**Run 1: selected gate families**

(4 px per um)
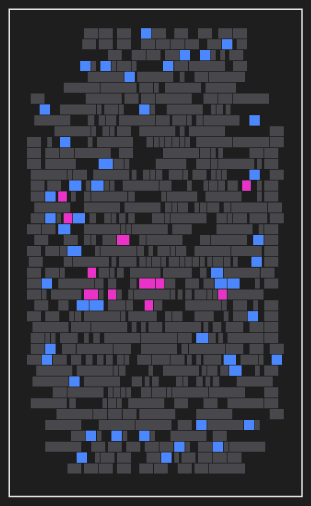
**Run 1: port wiring**

(3 px per um)
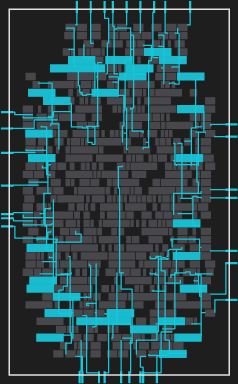
**Run 1: drive-strength map**

(4 px per um)
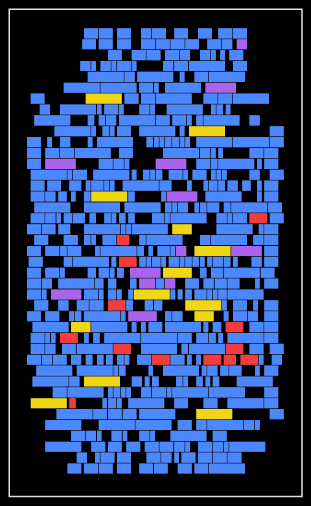
==> src/rtl/xprio_arb_pkg.sv <==
// rtl/xprio_arb_pkg.sv - shared mode selectors, FSM state type and helpers for the priority arbiter
`ifndef ARB_FIXED
`define ARB_FIXED 0
`endif
`ifndef ARB_RR
`define ARB_RR 1
`endif

package xprio_arb_pkg;

  // Arbitration modes: fixed picks the lowest eligible line, RR rotates from the pointer
  localparam int ARB_FIXED = `ARB_FIXED;
  localparam int ARB_RR    = `ARB_RR;

  // Grant FSM: IDLE looks for an eligible line, HOLD presents it until accepted
  typedef enum logic {
    ST_IDLE = 1'b0,
    ST_HOLD = 1'b1
  } arb_state_t;

  // Encoded index width; a single line still needs one bit of index
  function automatic int idx_width(input int width);
    return (width > 1) ? $clog2(width) : 1;
  endfunction

endpackage

==> src/rtl/xprio_arb_if.sv <==
// rtl/xprio_arb_if.sv - grant handshake bundle between the arbiter and the servicing consumer
interface xprio_arb_if #(
  parameter int WIDTH = 32,
  parameter int IDX_W = 5
);

  logic             vld_o;
  logic             rdy_i;
  logic [IDX_W-1:0] idx_o;
  logic [WIDTH-1:0] onehot_o;

  // Arbiter side presents the grant and watches the consumer's ready
  modport master (
    output vld_o,
    output idx_o,
    output onehot_o,
    input  rdy_i
  );

  // Consumer side takes the grant and returns ready
  modport slave (
    input  vld_o,
    input  idx_o,
    input  onehot_o,
    output rdy_i
  );

endinterface

==> src/rtl/xprio_find.sv <==
// rtl/xprio_find.sv - combinational lowest-set-bit finder with index and one-hot outputs
module xprio_find
  import xprio_arb_pkg::*;
#(
  parameter int WIDTH = 32,
  parameter int IDX_W = idx_width(WIDTH)
) (
  input  logic [WIDTH-1:0] vec,
  output logic             found,
  output logic [IDX_W-1:0] idx,
  output logic [WIDTH-1:0] onehot
);

  // Scan from the top down so the lowest set bit is the last one written and wins
  always_comb begin
    found  = 1'b0;
    idx    = '0;
    onehot = '0;
    for (int i = WIDTH - 1; i >= 0; i--) begin
      if (vec[i]) begin
        found     = 1'b1;
        idx       = IDX_W'(i);
        onehot    = '0;
        onehot[i] = 1'b1;
      end
    end
  end

endmodule

==> src/rtl/xprio_arb.sv <==
// rtl/xprio_arb.sv - registered priority arbiter with sticky pending requests and a held grant
module xprio_arb
  import xprio_arb_pkg::*;
#(
  parameter int WIDTH = 32,
  parameter int IDX_W = idx_width(WIDTH),
  parameter int MODE  = ARB_FIXED
) (
  input  logic             clk,
  input  logic             rst_n,
  input  logic [WIDTH-1:0] req_i,
  input  logic [WIDTH-1:0] mask_i,
  output logic [WIDTH-1:0] pend_o,
  xprio_arb_if.master      gnt
);

  arb_state_t       state;
  logic [WIDTH-1:0] pend;
  logic [WIDTH-1:0] elig;
  logic [WIDTH-1:0] clr;
  logic             accept;

  logic             vld_q;
  logic [IDX_W-1:0] idx_q;
  logic [WIDTH-1:0] oh_q;

  logic             sel_found;
  logic [IDX_W-1:0] sel_idx;
  logic [WIDTH-1:0] sel_oh;

  // Only registered pending bits compete; a fresh request waits one cycle in pend
  assign elig   = pend & mask_i;
  assign accept = (state == ST_HOLD) && gnt.rdy_i;
  assign clr    = accept ? oh_q : '0;

  if (MODE == ARB_RR) begin : g_rr
    logic [IDX_W-1:0] ptr;
    logic [WIDTH-1:0] upper;
    logic             hi_found;
    logic             lo_found;
    logic [IDX_W-1:0] hi_idx;
    logic [IDX_W-1:0] lo_idx;
    logic [WIDTH-1:0] hi_oh;
    logic [WIDTH-1:0] lo_oh;

    // Lines at or above the rotation pointer get first pick
    always_comb begin
      upper = '0;
      for (int i = 0; i < WIDTH; i++) begin
        upper[i] = (i >= int'(ptr));
      end
    end

    xprio_find #(.WIDTH(WIDTH), .IDX_W(IDX_W)) u_find_hi (
      .vec    (elig & upper),
      .found  (hi_found),
      .idx    (hi_idx),
      .onehot (hi_oh)
    );

    xprio_find #(.WIDTH(WIDTH), .IDX_W(IDX_W)) u_find_lo (
      .vec    (elig),
      .found  (lo_found),
      .idx    (lo_idx),
      .onehot (lo_oh)
    );

    // Nothing at or above the pointer means wrap to the lowest eligible line
    assign sel_found = hi_found | lo_found;
    assign sel_idx   = hi_found ? hi_idx : lo_idx;
    assign sel_oh    = hi_found ? hi_oh  : lo_oh;

    // Move the pointer just past each accepted line so it gets lowest priority next
    always_ff @(posedge clk or negedge rst_n) begin
      if (!rst_n) begin
        ptr <= '0;
      end else if (accept) begin
        ptr <= (idx_q == IDX_W'(WIDTH - 1)) ? '0 : idx_q + IDX_W'(1);
      end
    end
  end else begin : g_fixed
    xprio_find #(.WIDTH(WIDTH), .IDX_W(IDX_W)) u_find (
      .vec    (elig),
      .found  (sel_found),
      .idx    (sel_idx),
      .onehot (sel_oh)
    );
  end

  // Pending bits latch every request regardless of mask; a same-cycle request beats the clear
  always_ff @(posedge clk or negedge rst_n) begin
    if (!rst_n) begin
      pend <= '0;
    end else begin
      pend <= (pend & ~clr) | req_i;
    end
  end

  // Grant FSM: capture a selection in IDLE, hold it unchanged until the consumer takes it
  always_ff @(posedge clk or negedge rst_n) begin
    if (!rst_n) begin
      state <= ST_IDLE;
      vld_q <= 1'b0;
      idx_q <= '0;
      oh_q  <= '0;
    end else begin
      case (state)
        ST_IDLE: begin
          if (sel_found) begin
            state <= ST_HOLD;
            vld_q <= 1'b1;
            idx_q <= sel_idx;
            oh_q  <= sel_oh;
          end
        end
        ST_HOLD: begin
          if (gnt.rdy_i) begin
            state <= ST_IDLE;
            vld_q <= 1'b0;
            idx_q <= '0;
            oh_q  <= '0;
          end
        end
        default: begin
          state <= ST_IDLE;
          vld_q <= 1'b0;
          idx_q <= '0;
          oh_q  <= '0;
        end
      endcase
    end
  end

  assign gnt.vld_o    = vld_q;
  assign gnt.idx_o    = idx_q;
  assign gnt.onehot_o = oh_q;
  assign pend_o       = pend;

endmodule

==> src/flat_wrapper.sv <==
// flat-port wrapper written by rule: the top's interface ports become plain ports
module xprio_arb_flat import xprio_arb_pkg::*;
#(
  parameter int WIDTH = 32,
  parameter int IDX_W = idx_width(WIDTH),
  parameter int MODE  = ARB_FIXED
)
  (clk, rst_n, req_i, mask_i, pend_o, gnt_vld_o, gnt_idx_o, gnt_onehot_o, gnt_rdy_i);
  xprio_arb_if #(.WIDTH(WIDTH), .IDX_W(IDX_W)) gnt_i ();
  input  logic clk;
  input  logic rst_n;
  input  logic [WIDTH-1:0] req_i;
  input  logic [WIDTH-1:0] mask_i;
  output logic [WIDTH-1:0] pend_o;
  output wire logic [$bits(gnt_i.vld_o)-1:0] gnt_vld_o;
  output wire logic [$bits(gnt_i.idx_o)-1:0] gnt_idx_o;
  output wire logic [$bits(gnt_i.onehot_o)-1:0] gnt_onehot_o;
  input wire logic [$bits(gnt_i.rdy_i)-1:0] gnt_rdy_i;
  assign gnt_vld_o = gnt_i.vld_o;
  assign gnt_idx_o = gnt_i.idx_o;
  assign gnt_onehot_o = gnt_i.onehot_o;
  assign gnt_i.rdy_i = gnt_rdy_i;
  xprio_arb #(.WIDTH(WIDTH), .IDX_W(IDX_W), .MODE(MODE)) u_core (.clk(clk), .rst_n(rst_n), .req_i(req_i), .mask_i(mask_i), .pend_o(pend_o), .gnt(gnt_i));
endmodule
==> config.mk <==
export PLATFORM = sky130hd
export DESIGN_NAME = xprio_arb_flat
export DESIGN_NICKNAME = d
export VERILOG_FILES = /design/src/rtl/xprio_arb_pkg.sv /design/src/rtl/xprio_arb_if.sv /design/src/rtl/xprio_find.sv /design/src/rtl/xprio_arb.sv /design/src/flat_wrapper.sv
export SDC_FILE = /design/constraint.sdc
export NUM_CORES = 1
export LEC_CHECK = 0
export CORE_ASPECT_RATIO = 1.75
export CORE_MARGIN = 4
export CORE_UTILIZATION = 47
export DETAILED_ROUTE_END_ITERATION = 7
export GPL_ROUTABILITY_DRIVEN = 0
export PLACE_DENSITY = 0.86
export SLEW_MARGIN = 20
export SYNTH_ARGS = -nofsm -noshare
export SYNTH_HDL_FRONTEND = slang
export SYNTH_SLANG_ARGS = --single-unit
==> constraint.sdc <==
create_clock -name clk -period 3.6 [get_ports clk]
set_input_delay 0.72 -clock clk [delete_from_list [all_inputs] [get_ports clk]]
set_output_delay 0.72 -clock clk [all_outputs]
set_load 0.01 [all_outputs]
==> flow_summary.ini, run 1 <==
; physical design summary
[detailed_routing]
post_drt_wl_per_cell_um = 18.21
drt_iter0_drc = 250
firstDrtPassIters = 5
vias = 3310

[critical_path]
worstPathMaxFanout = 5
cp_slowest_cell = clkdlybuf4s50_1
max_stage_delay_ps = 470
path_depth = 7
end_kind = register
critPathTopFamily = simple AND/OR/NAND/NOR gates
required_ps = 3820
cp.arrival_ps = 2900
reg2reg_slack_ps = 1350
reg2reg_to = u_core.gnt.onehot_o[7]$_DFFE_PN0P_
path_buffers = 1
crit_start = mask_i[25]

[global_routing]
grt_antenna_before_repair = 0
grt.overflow.total = 0
grt_max_degree = 72
grt_pass1_wl_um = 17110

[clock_network]
ctsResizeCount = 0
clkLatencyLatePin_ps = 330
hold_buffers = 0
cts_sinks = 71
clk_pin_slew_ps = 50
cts_root_buf = clkbuf_16
clockBufferDepth = 2
cts_tree = done

[hold_path]
hold_path.class = reg -> reg
holdPathStages = 2
min_to = u_core.gnt.idx_o[3]$_DFFE_PN0P_

[synth]
edf_count = 0
top_area_cell = dfrtp_1
synth_area_per_cell_um2 = 10.05
ys.flops = 71
syn_area_um2 = 3456
floorplan.nets = 411
yosys_cells = 344
ys_seq_share_pct = 51.41
yosysChipArea_um2 = 3456
topCellsByArea = dfrtp_1 (51%), nand2_1 (11%), a21o_1 (7.0%)
ff_type = dfrtp_1
postSynthCellCount = 344
async_flop_share_pct = 100.0

[timing]
drv_slew = 0
max-slew-margin-rel_pct = 40.65
finalClockPeriodUsage_pct = 74.56
fmax_mhz = 372.5
final-hold-violation-count = 0
worstMarginPinSlew_ps = 890.3
fin_hold_ws_ps = 472.2

[run]
maxCapViolCount = 0
warning_count = 26

[floorplan]
die_h_um = 121.4
core_um2 = 7182

[power_and_ir_drop]
pwr-share-clk_pct = 43.9
clock_power_uw = 811
netSwitchingPower_uw = 418.4
p_int_uw = 1430
power_leader = registers
powerDensity_nw_per_um2 = 357.0
p_comb_uw = 220
p_comb_share_pct = 11.9
seq-power_uw = 817

[place]
dp.cells = 561
hpwl_um = 8006

[final_layout]
fillCellCount = 557
antennaDiodeCount = 0
finalCoreUtilization_pct = 72.07
lay_top_cells = clkdlybuf4s50_1 (135), nand2_1 (103), dfrtp_1 (71)
layout-drive-gt1-share_pct = 7.787
nets = 553

[run_status]
status = completed
Notes on 'selected gate families' above:
Key: magenta = AND and OR gates [cells 11]; blue = AND-OR and OR-AND gates [cells 46, where spread over the die]
most frequent logic cell in the layout: clkdlybuf4s50_1
Non-Filler Instances: 574

Notes on 'port wiring' above:
Key: cyan = `pend_o` [bits 32, direction output, edge 9 north, 9 south, 7 west, 7 east, end cells 32, buffers 32, wire 1,540 um]
Ports: 137
PortBufs: 136

Notes on 'drive-strength map' above:
Key: yellow = drive 6 and up [cells 13, share 2.7%]; red = drive 2 [cells 13, share 2.7%]; purple = drive 3 to 4 [cells 12, share 2.5%]; blue = drive 1 or less [cells 450, share 92%]
fin area: 5176 um2
Non-clock buffers: 139

-- run 1: logic make-up (layout without fill, tap and decap cells) --
family	after synthesis	in the layout	synth area share [%]
AND/OR/NAND/NOR	146	146	19.73
flip-flops	71	71	51.41
AND-OR/OR-AND	118	118	27.23
buffers and inverters	9	153	1.629
-- run 1: layer usage --
metal	track usage (%)	vias to the layer above	part of all wire [%]	wire (um)
li1	-	1541	-	-
met1	27.71	1602	34	3584
met2	45.70	144	57	5971
met3	4.726	23	5.5	573
met4	11.32	0	3.1	323
met5	0	-	0	0
-- run 1: metrics by stage --
stage               power, uW  cell area (um2)  worst slack [ps]
floorplan               910.2             3456              1458
detailed placement       1049             4905             658.9
global route             1916             5176             764.7
finish                   1848             5176             915.8
global placement         1046             4905             695.2
CTS                      1861             5176             941.2
-- run 1: state kept, by name (all words and copies together), names as in the netlist --
signal               flops
u_core.gnt.idx_o         5
u_core.gnt.onehot_o     32
u_core.gnt.vld_o         1
u_core.pend_o           32
u_core.state             1
-- run 1: Yosys cell counts (2+ instances only) --
cell type,count
nand2_1,103
dfrtp_1,71
a21o_1,32
o21ai_1,17
nand3_1,12
a22o_1,10
o21ai_0,9
a21oi_1,8
a22oi_2,7
and2_1,6
nor2_1,6
o31ai_1,6
a22oi_1,5
a22oi_4,5
clkbuf_1,5
o211ai_1,4
a31oi_1,3
a32o_1,3
buf_6,3
nand2b_1,3
nand4_2,3
nor3_1,3
o41ai_1,3
nand4_1,2
-- run 1: final cells by class --
class	instances	area (um2)	area share [%]
Tap cell	86	107.6	2.079
Inverter	1	3.754	0.07252
Clock buffer	12	266.5	5.149
Multi-Input combinational cell	264	1623	31.35
Sequential cell	71	1777	34.32
Clock inverter	1	5.005	0.09669
Timing Repair Buffer	139	1394	26.93
==> run 1 -> run 2 <==
CORE_UTILIZATION = 44   (was 47)
PLACE_DENSITY = 0.81   (was 0.86)
clock period = 2.47 ns   (was 3.6 ns; I/O delays follow)
**Run 2: port wiring**

(3 px per um)
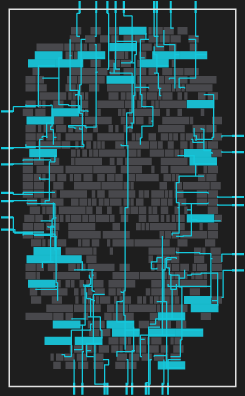
Key: cyan = `pend_o` [bits 32, direction output, edge 10 south, 9 north, 7 west, 6 east, end cells 32, buffers 32, wire 1,610 um]

==> run 2 against run 1 <==
Against the previous run:
- sequential share of layout area fell by 1.3 points
- area after synthesis unchanged
- die size rose by 6.2%
- critical path depth is 1 higher
- critical endpoint is now u_core.gnt.onehot_o[20]$_DFFE_PN0P_
- sequential power rose by 46%
- synthesized cell count unchanged
- design area up 3.9%
- clock power rose by 58%
- highest routed layer unchanged
- largest power group is now the clock network
- global-route usage shrank 0.13 points
==> flow_summary.ini, run 2 <==
; physical design summary
[run_status]
status = completed

[critical_path]
cp.arrival_ps = 2380
path_buffers = 2
critPathTopFamily = simple AND/OR/NAND/NOR gates
crit_start = mask_i[5]
path_depth = 8
max_stage_delay_ps = 470
required_ps = 2700
cp_slowest_cell = clkdlybuf4s50_1
reg2reg_to = u_core.gnt.onehot_o[20]$_DFFE_PN0P_

[place]
dp.cells = 585
hpwl_um = 8697
port_buffers = 136

[synth]
synth_area_per_cell_um2 = 10.05
async_flop_share_pct = 100.0
ff_type = dfrtp_1
ys.flops = 71
ys_seq_share_pct = 51.41
edf_count = 0
yosys_cells = 344
postSynthCellCount = 344
floorplan.nets = 411
syn_area_um2 = 3456

[final_layout]
seq_area_um2 = 1777
mostFrequentLayoutCell = clkdlybuf4s50_1
finalCoreUtilization_pct = 70.56
layout-drive-gt1-share_pct = 11.89
final_cells = 601
logic_area_um2 = 1623
lay_top_cells = clkdlybuf4s50_1 (135), nand2_1 (103), dfrtp_1 (71)

[clock_network]
clk_pin_slew_ps = 50
clockBufferDepth = 2
clkLatencyLatePin_ps = 340
ctsResizeCount = 0
cts_tree = done

[detailed_routing]
firstDrtPassIters = 4
met3WireLength_um = 538
top_layer = met4
drt_iter0_drc = 181
met2_length_um = 6339
post_drt_wl_per_cell_um = 18.38
drt-met1-wl_um = 3801
antenna_left = 0

[power_and_ir_drop]
powerDensity_nw_per_um2 = 524.8
p_comb_share_pct = 12.3
p_int_uw = 2165
fin_total_pwr_uw = 2821
netSwitchingPower_uw = 656.4

[hold_path]
hold_path.class = in -> async

[global_routing]
globalRouteMet2Util_pct = 46.40
grtUsageMet3_pct = 4.016
grt_pass1_wl_um = 18030
grt.overflow.total = 0
global_route.usage.met1_pct = 25.39
busiest_layer = met2
grt_antenna_before_repair = 0

[floorplan]
num_io_pins = 137
core_um2 = 7620

[timing]
fmax_mhz = 464.6
finalClockPeriodUsage_pct = 87.14
worstMarginPinSlew_ps = 636.7
max-slew-margin-rel_pct = 57.56
final-hold-violation-count = 0

[run]
warning_count = 26
maxCapViolCount = 0
**Run 2: pin placement**

(4 px per um) Pins as bars across the die edge, other pins in grey.
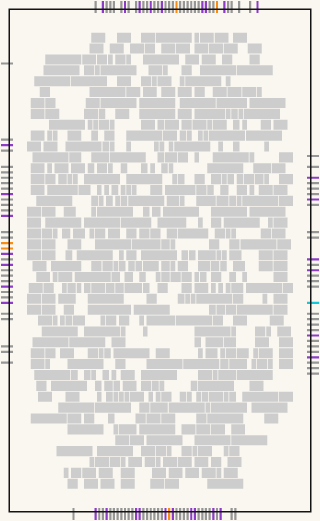
Key: cyan = `gnt_rdy_i` [pins 1, direction input, edge east]; orange = `gnt_idx_o` [pins 5, direction output, edge 2 north, 2 west, 1 south]; purple = `pend_o` [pins 32, direction output, edge 10 south, 9 north, 7 west, 6 east]
Die Span X: 75.00 um
Die Ht: 125.2 um

## run 2: netlist changes by cell type in the layout (fill, tap and decap cells not counted), sizes merged
| cell | previous run | this run |
|---|---|---|
| bufinv | 0 | 1 |
| clkinv | 1 | 3 |
| buf | 4 | 26 |
## run 2: kinds of logic after synthesis
group / count (synthesis) / share of synthesized area [%]
AND-OR/OR-AND: 118 / 27.23
buffers and inverters: 9 / 1.629
flip-flops: 71 / 51.41
AND/OR/NAND/NOR: 146 / 19.73
## run 2: final cells by class
class | instances | share of cell area [%]
flip-flops and latches | 71 | 33.05
clock inverters | 4 | 0.8378
well taps | 88 | 2.048
inverters | 1 | 0.06982
clock buffers | 12 | 4.585
multi-input cells | 264 | 30.18
repair buffers | 161 | 29.23
## run 2: through the flow
step | area (um2) | setup WS, ps | hold WS [ps]
final | 5376 | 317.7 | 190.1
after global routing | 5376 | 189.0 | 237.4
after CTS | 5376 | 310.0 | 205.9
after detailed placement | 5085 | -8.177 | 473.2
after global placement | 5085 | 54.06 | 454.5
after floorplan | 3456 | 553.7 | 198.4
## run 2: worst min path at each step
stage	end	slack, ps
global route	u_core.pend_o[14]$_DFF_PN0_	240
global placement	u_core.gnt.idx_o[3]$_DFFE_PN0P_	450
CTS	u_core.pend_o[14]$_DFF_PN0_	210
floorplan	u_core.gnt.idx_o[0]$_DFFE_PN0P_	200
detailed placement	u_core.gnt.idx_o[3]$_DFFE_PN0P_	470
finish	u_core.pend_o[15]$_DFF_PN0_	190
## run 2: power groups by stage
stage               registers (uW)  clock network [uW]  logic (uW)
CTS                           1190                1290         350
global placement              1210                   0         342
finish                        1190                1280         348
global route                  1190                1350         377
detailed placement            1210                   0         348
floorplan                     1210                   0         115
Power is estimated from default activity; no workload was simulated.
